<file path="src/rtl/dmem_pkg.sv">
// Shared types and default configuration for the data-memory responder.
package dmem_pkg;

    typedef enum logic [1:0] {
        IDLE   = 2'd0,
        ACCESS = 2'd1,
        WAIT   = 2'd2,
        DONE   = 2'd3
    } dmem_state_t;

    localparam int DMEM_ADDR_W      = 10;
    localparam int DMEM_WAIT_STATES = 1;
    localparam int WAIT_W           = 3;

endpackage

</file>
<file path="src/rtl/dmem_wait_counter.sv">
// Loadable down-counter pacing SRAM wait states; 'last' flags count==1.
// Holds at zero; load takes priority over enable.
module dmem_wait_counter
    import dmem_pkg::*;
(
    input  logic              clk,
    input  logic              rst_n,
    input  logic              load,
    input  logic              en,
    input  logic [WAIT_W-1:0] load_val,
    output logic              last
);

    logic [WAIT_W-1:0] count_q;
    logic [WAIT_W-1:0] count_d;

    always_comb begin
        count_d = count_q;
        if (load) begin
            count_d = load_val;
        end else if (en && (count_q != '0)) begin
            count_d = count_q - WAIT_W'(1);
        end
    end

    always_ff @(posedge clk or negedge rst_n) begin
        if (!rst_n) begin
            count_q <= '0;
        end else begin
            count_q <= count_d;
        end
    end

    assign last = (count_q == WAIT_W'(1));

endmodule

</file>
<file path="src/rtl/dmem_responder.sv">
// Memory-stage data-memory responder: one access per request, 2+WAIT_STATES cycles, stall held until DONE.
// DMEM_MISALIGN_TRAP_EN: misaligned requests skip the SRAM and complete next cycle with rsp_err.
module dmem_responder
    import dmem_pkg::*;
#(
    parameter int ADDR_W      = DMEM_ADDR_W,
    parameter int WAIT_STATES = DMEM_WAIT_STATES
) (
    input  logic              clk,
    input  logic              rst_n,
    input  logic              req_valid,
    input  logic              req_we,
    input  logic [31:0]       req_addr,
    input  logic [31:0]       req_wdata,
    input  logic [3:0]        req_rd,
    output logic              stall,
    output logic              rsp_valid,
    output logic              rsp_load,
    output logic [3:0]        rsp_rd,
    output logic [31:0]       rsp_rdata,
    output logic              rsp_err,
    output logic [ADDR_W-1:0] sram_addr,
    output logic              sram_we,
    output logic [31:0]       sram_wdata,
    input  logic [31:0]       sram_rdata
);

    dmem_state_t       state_q, state_d;
    logic              we_q, we_d;
    logic [ADDR_W-1:0] addr_q, addr_d;
    logic [31:0]       wdata_q, wdata_d;
    logic [3:0]        rd_q, rd_d;
    logic              err_q, err_d;
    logic              cnt_load, cnt_en, cnt_last;
    logic              misalign;
    logic              unused_addr_bits;

`ifdef DMEM_MISALIGN_TRAP_EN
    assign misalign = (req_addr[1:0] != 2'b00);
`else
    assign misalign = 1'b0;
`endif

    // Bits above the word index wrap; byte offset only matters for the trap.
    assign unused_addr_bits = ^{req_addr[31:ADDR_W+2], req_addr[1:0]};

    dmem_wait_counter u_wait_counter (
        .clk      (clk),
        .rst_n    (rst_n),
        .load     (cnt_load),
        .en       (cnt_en),
        .load_val (WAIT_W'(WAIT_STATES)),
        .last     (cnt_last)
    );

    always_comb begin
        state_d   = state_q;
        we_d      = we_q;
        addr_d    = addr_q;
        wdata_d   = wdata_q;
        rd_d      = rd_q;
        err_d     = err_q;
        cnt_load  = 1'b0;
        cnt_en    = 1'b0;
        stall     = 1'b0;
        sram_we   = 1'b0;
        rsp_valid = 1'b0;
        rsp_load  = 1'b0;
        rsp_rd    = '0;
        rsp_rdata = '0;
        rsp_err   = 1'b0;
        case (state_q)
            IDLE: begin
                if (req_valid) begin
                    stall   = 1'b1;
                    we_d    = req_we;
                    addr_d  = req_addr[ADDR_W+1:2];
                    wdata_d = req_wdata;
                    rd_d    = req_rd;
                    err_d   = misalign;
                    state_d = misalign ? DONE : ACCESS;
                end
            end
            ACCESS: begin
                stall    = 1'b1;
                sram_we  = we_q;
                cnt_load = 1'b1;
                state_d  = (WAIT_STATES > 0) ? WAIT : DONE;
            end
            WAIT: begin
                stall  = 1'b1;
                cnt_en = 1'b1;
                if (cnt_last) begin
                    state_d = DONE;
                end
            end
            DONE: begin
                rsp_valid = 1'b1;
                rsp_load  = ~we_q & ~err_q;
                rsp_rd    = rd_q;
                rsp_rdata = (we_q | err_q) ? 32'd0 : sram_rdata;
                rsp_err   = err_q;
                state_d   = IDLE;
            end
            default: state_d = IDLE;
        endcase
    end

    always_ff @(posedge clk or negedge rst_n) begin
        if (!rst_n) begin
            state_q <= IDLE;
            we_q    <= 1'b0;
            addr_q  <= '0;
            wdata_q <= '0;
            rd_q    <= '0;
            err_q   <= 1'b0;
        end else begin
            state_q <= state_d;
            we_q    <= we_d;
            addr_q  <= addr_d;
            wdata_q <= wdata_d;
            rd_q    <= rd_d;
            err_q   <= err_d;
        end
    end

    assign sram_addr  = addr_q;
    assign sram_wdata = wdata_q;

endmodule

</file>
<file path="config.mk">
export PLATFORM = sky130hd
export DESIGN_NAME = dmem_responder
export DESIGN_NICKNAME = d
export VERILOG_FILES = /design/src/rtl/dmem_pkg.sv /design/src/rtl/dmem_wait_counter.sv /design/src/rtl/dmem_responder.sv
export SDC_FILE = /design/constraint.sdc
export NUM_CORES = 1
export LEC_CHECK = 0
export ABC_CLOCK_PERIOD_IN_PS = 2800
export CAP_MARGIN = 20
export CORE_ASPECT_RATIO = 0.8
export CORE_MARGIN = 1.5
export CORE_UTILIZATION = 38
export CTS_BUF_LIST = sky130_fd_sc_hd__clkbuf_4
export DETAILED_ROUTE_END_ITERATION = 8
export PLACE_DENSITY_LB_ADDON = 0.25
export SLEW_MARGIN = 40
export SYNTH_ARGS = -nofsm -noshare
export SYNTH_HDL_FRONTEND = slang
export SYNTH_HIERARCHICAL = 1
export SYNTH_SLANG_ARGS = --single-unit
</file>
<file path="constraint.sdc">
create_clock -name clk -period 2.8 [get_ports clk]
set_input_delay 0.56 -clock clk [delete_from_list [all_inputs] [get_ports clk]]
set_output_delay 0.56 -clock clk [all_outputs]
set_load 0.01 [all_outputs]
</file>
==> results.txt, run 1 <==
run metrics: Mux area share=a little over a quarter, die span in y=75.9 um, Total Routing Usage GR=approximately 18%, xor-xnor portion of the synthesized cell area=0%, Placed Instances=429, first-pass GRT wire length=10,100 um, Worst Path Buf+Inv=2, P_sw=1.32 mW, Final ANT Viol Nets=0, final setup fails=0, PostCTS Resize Cnt=1, Fin. Hold Viols=0, Starting DRT DRC Count=60, gr busiest metal=met2, Top cell excl fill/tap=clkdlybuf4s50_1, CP Data Required Time=2.24 ns, fin crit share=94.4%, Unique cell types=25, Yosys chip area=2520 um^2, asr flop ratio synth=100%, Clk power=0.338 mW, r2r startpoint=state_q[0], filler cell count=501, DR WL met2=3010 um, Leak=1.92 nW, vias in the first global route=2,033, Min-Delay Path Class=primary input to async pin, PortBufs=163, Yosys warnings=6, # Cells Yosys=184, clk sinks=between 50 and 60, post-DP HPWL=roughly 5000 um, number of CTS-inserted buffers=5, most frequent cells after synthesis=dfrtp_1, and2_1, mux2_4, mux2_2, ha_1, final instance area=~4300 um^2, max reg flops=32, Die X=94.1 um, detailed-route DRC error count=0, Switching Share=between 30% and 40%, most frequent cell after synthesis=dfrtp_1, share of cells above drive strength 1=roughly 19%, fp_density=39.4%, Critical Path Start Type=flip-flop, Setup WS post-layout=about 0.16 ns, cells after synthesis=around 180, number of detailed-route iterations in the first pass=4, buffering overhead=39.2%, DR WL met3=702 um, peak supply drop=approximately 0.00046 V, Worst-path clk slew=around 0.14 ns, fa+ha+maj area frac=between 3 and 4%, final core occ=between 60 and 70%, Largest Pwr Group=combinational logic, hold_ws=about 0.11 ns, Max-area cell share=just over 50%, area leader, netlist=dfrtp_1, Largest area class, layout=buffers, mi-comb count=120, Max Root-Sink Buffers=2, met1 usage=20.6%, grt ovf=0, die area=7150 um^2, Top cells excl fill/tap=clkdlybuf4s50_1, dfrtp_1, and2_1, number of clock buffers in the layout=6, sequential cell power=1.35 mW, EDFF count, synth=0, Final Non-Filler Cells=roughly 440, Vias=1,959, Max Slew Vio Count=0, Post-CTS Setup Repair Bufs=0, Worst-Skew Late Latency=0.37 ns, root buf cell=clkbuf_4, GR Util met3=7.23%, Complex Gates by Area=2.23%, Seq cells=between 50 and 60, critical path, cell by cell=ha_2 -> and2b_1 -> buf_6 -> and2_1 -> clkdlybuf4s50_1, gpl congestion=between 0.6 and 0.7, CP max stage delay=around 0.56 ns, Comb power frac=approximately three fifths, FF/Latch Area=about 1300 um^2, Well Taps=84, # nets final=466, clk_skew=between 0.015 and 0.02 ns, CP Capture Point=rsp_rdata[16], cell internal pwr=2.82 mW, status=finished, final reports clean, worst r2r path cells=6, Seq cells post-synth=52, Signal buffers=170, CTS H-tree depth=2, Area Growth Syn to Fin=71.4%, largest net degree at the start of global routing=35, Crit path max-delay family=buffers and inverters, CP max-delay cell=clkdlybuf4s50_1, ANT cells=0, Logic power comb=roughly 2.4 mW, vias per std cell=around 4.5, RSZ-0062 raised after global routing=no, Flop pwr share=32.7%, Crit Path Category=flip-flop to output port, fraction of area in multi-input gates=26.5%, WP data arrival=2.08 ns, Final TNS setup=0 ns, Crit. End Element=output port, Routed WL=between 6000 and 7000 um, clock network fraction of total power=8.2%, mean routed wirelength per cell=14.3 um, Design Power=approximately 4.1 mW, Synth Area in Simple Gates=approximately 12%, CTS tree=done, most used flip-flop cell=dfrtp_1, top cells, area=dfrtp_1, mux2_4, and2_1, M1 wire length=2460 um, Max-Cap Viols=0, post-synthesis sequential area ratio=51.5%, PD cells=957 nW/um^2, Tmin final=2.64 ns, area of the mapped netlist=2520 um^2, uppermost layer routed=met4, Comb area=1150 um^2, Max FO, Critical Path=33
Fig. 1: run 1, cells colored by class
Bar = 20 um. Fill, decap, tap and diode cells in gray.
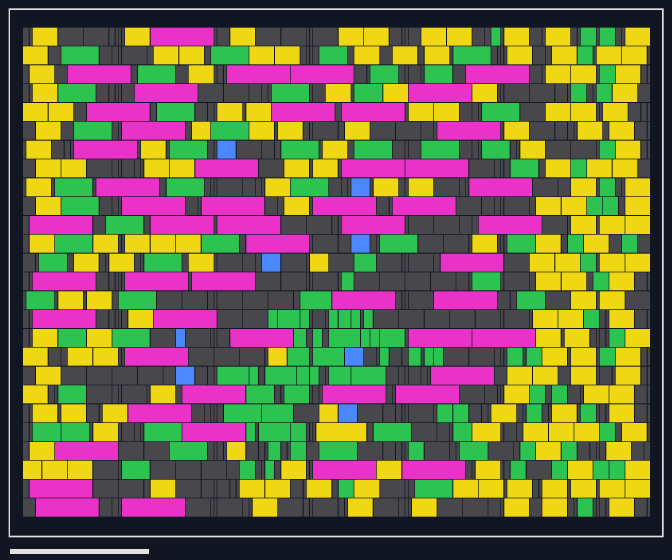
Blue marks clock drivers and dummy loads, cells 8. Green marks remaining logic cells, cells 125. Yellow marks remaining buffers and delay cells, cells 170. Magenta marks registers, cells 52.

Fig. 2: run 1, placement view
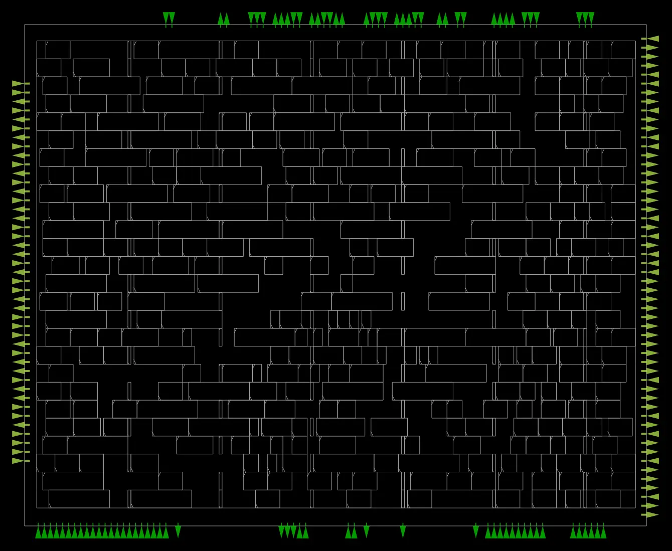
row count: 26
core box area: 6410 um^2
Seq area share: 30.1%

Fig. 3: run 1, M2 wires
Bar = 20 um.
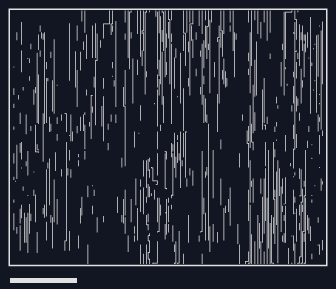
The wires run mostly vertical. The longest straight run is 37.7 um. The layer carries 3,010 um of wire.

Fig. 4: run 1, routed clock nets over the placement
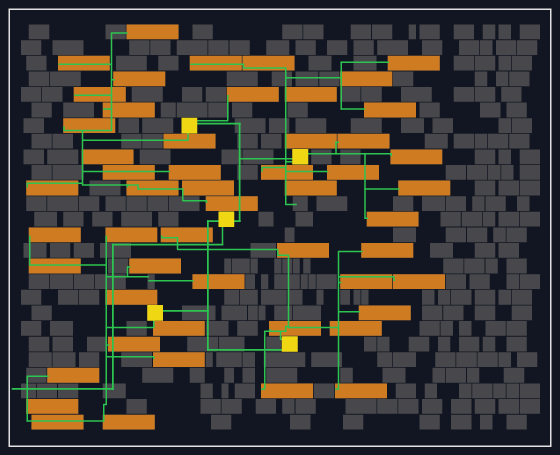
Green marks clock wires, length 637 um. Yellow marks clock-net drivers, count 5. Orange marks flip-flops, count 52.
There are 6 routed clock nets.

==> run 2, diff against run 1 <==
--- a/config.mk
+++ b/config.mk
@@ -13,7 +13,7 @@
 export CTS_BUF_LIST = sky130_fd_sc_hd__clkbuf_4
 export DETAILED_ROUTE_END_ITERATION = 8
 export PLACE_DENSITY_LB_ADDON = 0.25
-export SLEW_MARGIN = 40
+export SLEW_MARGIN = 10
 export SYNTH_ARGS = -nofsm -noshare
 export SYNTH_HDL_FRONTEND = slang
 export SYNTH_HIERARCHICAL = 1
==> run 2 against run 1 <==
Sequential power is essentially flat. Design area about the same. Non-clock buffer count did not move. Fmax about the same. Count of clock-buffer cells in the layout did not move. Worst hold slack gained 0.13 ns. Setup slack worse by 0.00065 ns. Final cell count unchanged. First-iteration DRC count is the same. Synthesized cell count stayed put. Largest cell class unchanged.
==> results.txt, run 2 <==
run metrics: status=finished, final reports clean, die span in y=75.9 um (unchanged), area of the mapped netlist=2520 um^2 (unchanged), row count=26 (unchanged), number of detailed-route iterations in the first pass=4 (unchanged), filler cell count=502 (+0.20%), Crit. End Element=output port, Switching Share=31.8% (about the same), top cells, area=dfrtp_1, mux2_4, and2_1, clock network fraction of total power=8.2% (about the same), number of CTS-inserted buffers=5 (unchanged), Critical Path Start Type=flip-flop, GR Util met3=7.23% (unchanged), Fin. Hold Viols=0 (unchanged), Worst Tran Pin Value=0.756 ns, Post-CTS Setup Repair Bufs=0 (unchanged), Seq cells=52 (unchanged), vias in the first global route=2,033 (unchanged), die area=7150 um^2 (unchanged), uppermost layer routed=met4, Max Root-Sink Buffers=2 (unchanged), fin crit share=94.4% (about the same), first-pass GRT wire length=10,100 um (unchanged), Max-area cell share=51.5% (unchanged), grt ovf=0 (unchanged), Yosys warnings=6 (unchanged), core box area=6410 um^2 (unchanged), RSZ-0062 raised after global routing=no, Starting DRT DRC Count=60 (unchanged), Min-Delay Path Class=primary input to async pin, Clk power=0.338 mW (about the same), FF/Latch Area=1300 um^2 (unchanged), hold_ws=0.243 ns (+0.128 ns), Rel. slew slack=49.6%, clk sinks=52 (unchanged), fraction of area in multi-input gates=26.5% (about the same), P_sw=1.32 mW (about the same), Max Slew Vio Count=0 (unchanged), Worst Path Buf+Inv=2 (unchanged), Yosys chip area=2520 um^2 (unchanged), number of clock buffers in the layout=6 (unchanged), CP max stage delay=0.56 ns (about the same), cells after synthesis=184 (unchanged), Flop pwr share=32.7% (about the same), final setup fails=0 (unchanged), ANT cells=0 (unchanged), CTS tree=done, Max-Cap Viols=0 (unchanged), CP Capture Point=rsp_rdata[16], mean routed wirelength per cell=14.3 um (unchanged), # nets final=466 (unchanged), EDFF count, synth=0 (unchanged), # Cells Yosys=184 (unchanged), buffering overhead=39.2% (about the same), Complex Gates by Area=2.23% (unchanged), CP Data Required Time=2.24 ns (about the same), clk_skew=0.0153 ns (-0.0000263 ns), Crit Path Category=flip-flop to output port, Crit path max-delay family=buffers and inverters, WP data arrival=2.08 ns (about the same), vias per std cell=4.46 (unchanged), most frequent cells after synthesis=dfrtp_1, and2_1, mux2_4, mux2_2, ha_1, gr busiest metal=met2, mi-comb count=120 (unchanged), Leak=1.92 nW (about the same), Synth Area in Simple Gates=12.2% (unchanged), Total Routing Usage GR=18.1% (unchanged), Final ANT Viol Nets=0 (unchanged), Comb area=1150 um^2 (unchanged), Largest area class, layout=buffers, critical path, cell by cell=ha_2 -> and2b_1 -> buf_6 -> and2_1 -> clkdlybuf4s50_1, asr flop ratio synth=100% (unchanged), Final TNS setup=0 ns (unchanged), gpl congestion=0.684 (unchanged), met1 usage=20.6% (unchanged), Design Power=4.14 mW (about the same), Mux area share=26.3% (unchanged), dpl ws=0.435 ns, largest net degree at the start of global routing=35 (unchanged), Comb power frac=59.2% (about the same), DR WL met3=702 um (unchanged), most frequent cell after synthesis=dfrtp_1, peak supply drop=0.000457 V (about the same), Tmin final=2.64 ns (+0.000647 ns), Worst-Skew Late Latency=0.37 ns (about the same), Seq cells post-synth=52 (unchanged), Top cell excl fill/tap=clkdlybuf4s50_1, Vias=1,959 (unchanged), most used flip-flop cell=dfrtp_1, detailed-route DRC error count=0 (unchanged), fp_density=39.4% (unchanged), post-synthesis sequential area ratio=51.5% (unchanged), xor-xnor portion of the synthesized cell area=0% (unchanged), Top cells excl fill/tap=clkdlybuf4s50_1, dfrtp_1, and2_1, worst r2r path cells=6 (unchanged), M1 wire length=2460 um (+0.12%), root buf cell=clkbuf_4, Unique cell types=25 (unchanged)
Fig. 5: run 2, cells colored by class
Bar = 20 um. Fill, decap, tap and diode cells in gray.
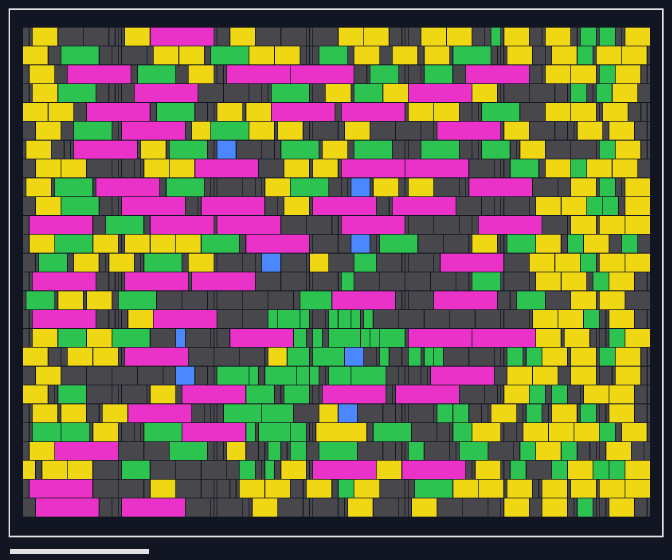
Seq area share: 30.1%
final core occ: 67.5%
final instance area: 4320 um^2

==> run 3, diff against run 2 <==
--- a/config.mk
+++ b/config.mk
@@ -7,7 +7,6 @@
 export LEC_CHECK = 0
 export ABC_CLOCK_PERIOD_IN_PS = 2800
 export CAP_MARGIN = 20
-export CORE_ASPECT_RATIO = 0.8
 export CORE_MARGIN = 1.5
 export CORE_UTILIZATION = 38
 export CTS_BUF_LIST = sky130_fd_sc_hd__clkbuf_4
==> run 3 against run 2 <==
Clock skew is 0.0053 ns higher. Sequential power about the same. Sequential share of layout area about the same. Clock power grew 22%. Setup slack gained 0.015 ns. Via count is 2.1% higher. Count of clock-buffer cells in the layout down 1. Design area about the same. Flip-flop count is the same. Utilization is 0.28 points higher. Critical endpoint is now rsp_rdata[10]. Largest power group unchanged.
==> results.txt, run 3 <==
run metrics: Comb power frac=58.0% (-1.2 points), fin crit share=93.9% (-0.54 points), Top cell excl fill/tap=clkdlybuf4s50_1, gr busiest metal=met2, number of CTS-inserted buffers=5 (unchanged), number of clock buffers in the layout=5 (-1), # nets final=465 (-0.21%), Starting DRT DRC Count=61 (+1.7%), grt ovf=0 (unchanged), Unique cell types=25 (unchanged), # Cells Yosys=184 (unchanged), buffering overhead=39.0% (-0.20 points), Vias=2,000 (+2.1%), Worst-Skew Late Latency=0.37 ns (about the same), Fin. Hold Viols=0 (unchanged), Max-area cell share=51.5% (unchanged), Comb area=1150 um^2 (unchanged), vias per std cell=4.64 (+4.0%), first-pass GRT wire length=10,200 um (+1.2%), final core occ=67.8% (+0.28 points), row count=29 (+12%), ANT cells=0 (unchanged), M1 wire length=2370 um (-3.9%), Largest area class, layout=buffers, Mux area share=26.3% (unchanged), Yosys chip area=2520 um^2 (unchanged), die area=7140 um^2 (about the same), gpl congestion=0.706 (+3.2%), fraction of area in multi-input gates=26.5% (about the same), asr flop ratio synth=100% (unchanged), status=finished, final reports clean, Top cells excl fill/tap=clkdlybuf4s50_1, dfrtp_1, and2_1, Min-Delay Path Class=primary input to async pin, uppermost layer routed=met4, cells after synthesis=184 (unchanged), Max-Cap Viols=0 (unchanged), Rel. slew slack=56.2% (+6.6 points), Post-CTS Setup Repair Bufs=0 (unchanged), Total Routing Usage GR=17.8% (-0.32 points), die span in y=84.5 um (+11%), Max Slew Vio Count=0 (unchanged), P_sw=1.32 mW (+0.15%), fp_density=39.5% (+0.14 points), clock network fraction of total power=9.8% (+1.6 points), Worst Path Buf+Inv=2 (unchanged), final setup fails=0 (unchanged), mi-comb count=120 (unchanged), Final ANT Viol Nets=0 (unchanged), final instance area=4330 um^2 (about the same), Complex Gates by Area=2.23% (unchanged), Design Power=4.21 mW (+1.7%), most frequent cells after synthesis=dfrtp_1, and2_1, mux2_4, mux2_2, ha_1, met1 usage=19.9% (-0.66 points), Flop pwr share=32.2% (-0.5 points), vias in the first global route=2,036 (+0.15%), RSZ-0062 raised after global routing=no, xor-xnor portion of the synthesized cell area=0% (unchanged), largest net degree at the start of global routing=34 (-2.9%), filler cell count=484 (-3.6%), CP Capture Point=rsp_rdata[10], Tmin final=2.63 ns (-0.0150 ns), hold_ws=0.195 ns (-0.0483 ns), Worst Tran Pin Value=0.657 ns (-0.0990 ns), most used flip-flop cell=dfrtp_1, most frequent cell after synthesis=dfrtp_1, area of the mapped netlist=2520 um^2 (unchanged), Critical Path Start Type=flip-flop, core box area=6390 um^2 (-0.35%), Seq area share=30.1% (about the same), Crit Path Category=flip-flop to output port, dpl ws=0.423 ns (-0.0116 ns), DR WL met3=622 um (-11%), Switching Share=31.3% (-0.48 points), critical path, cell by cell=ha_2 -> and2b_1 -> buf_6 -> and2_1 -> clkdlybuf4s50_1, Final TNS setup=0 ns (unchanged), post-synthesis sequential area ratio=51.5% (unchanged), Crit. End Element=output port, WP data arrival=2.07 ns (about the same), top cells, area=dfrtp_1, mux2_4, and2_1, detailed-route DRC error count=0 (unchanged)
Fig. 6: run 3, M2 wires
Bar = 20 um.
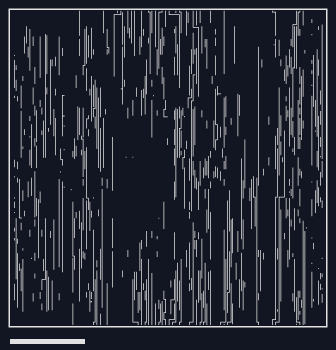
The layer holds 51% of the routed length. 397 nets have wire on it. The layer carries 3,220 um of wire. The wires run mostly vertical.


## Gallery

Power grid.
Pins as bars on the die edge. Tap cells in gray.
image #1
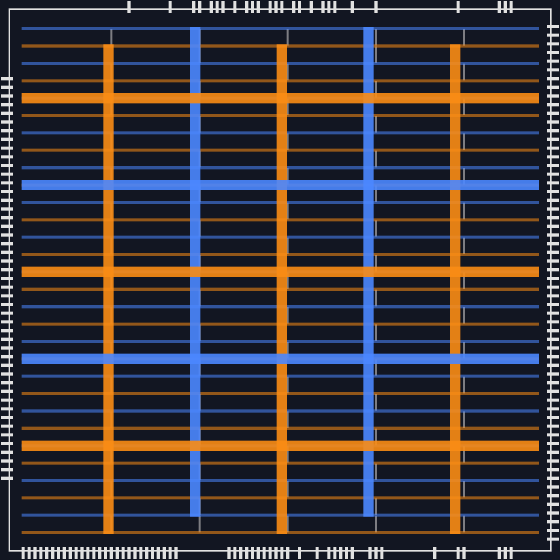
image #2
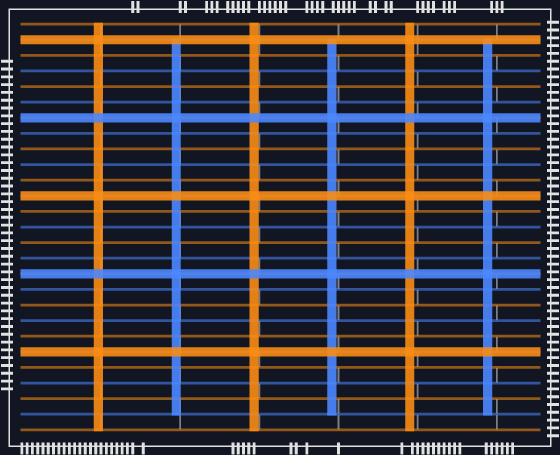
Run 3 is image #1.
Run 1 is image #2.

Key to image #1:
Blue marks VDD. Orange marks VSS.
5 straps on met4. The core has 29 rows. 77 tap cells. 30 met1 rails follow the rows.

Power figures rest on the tool's default switching activity, not on a simulated workload.
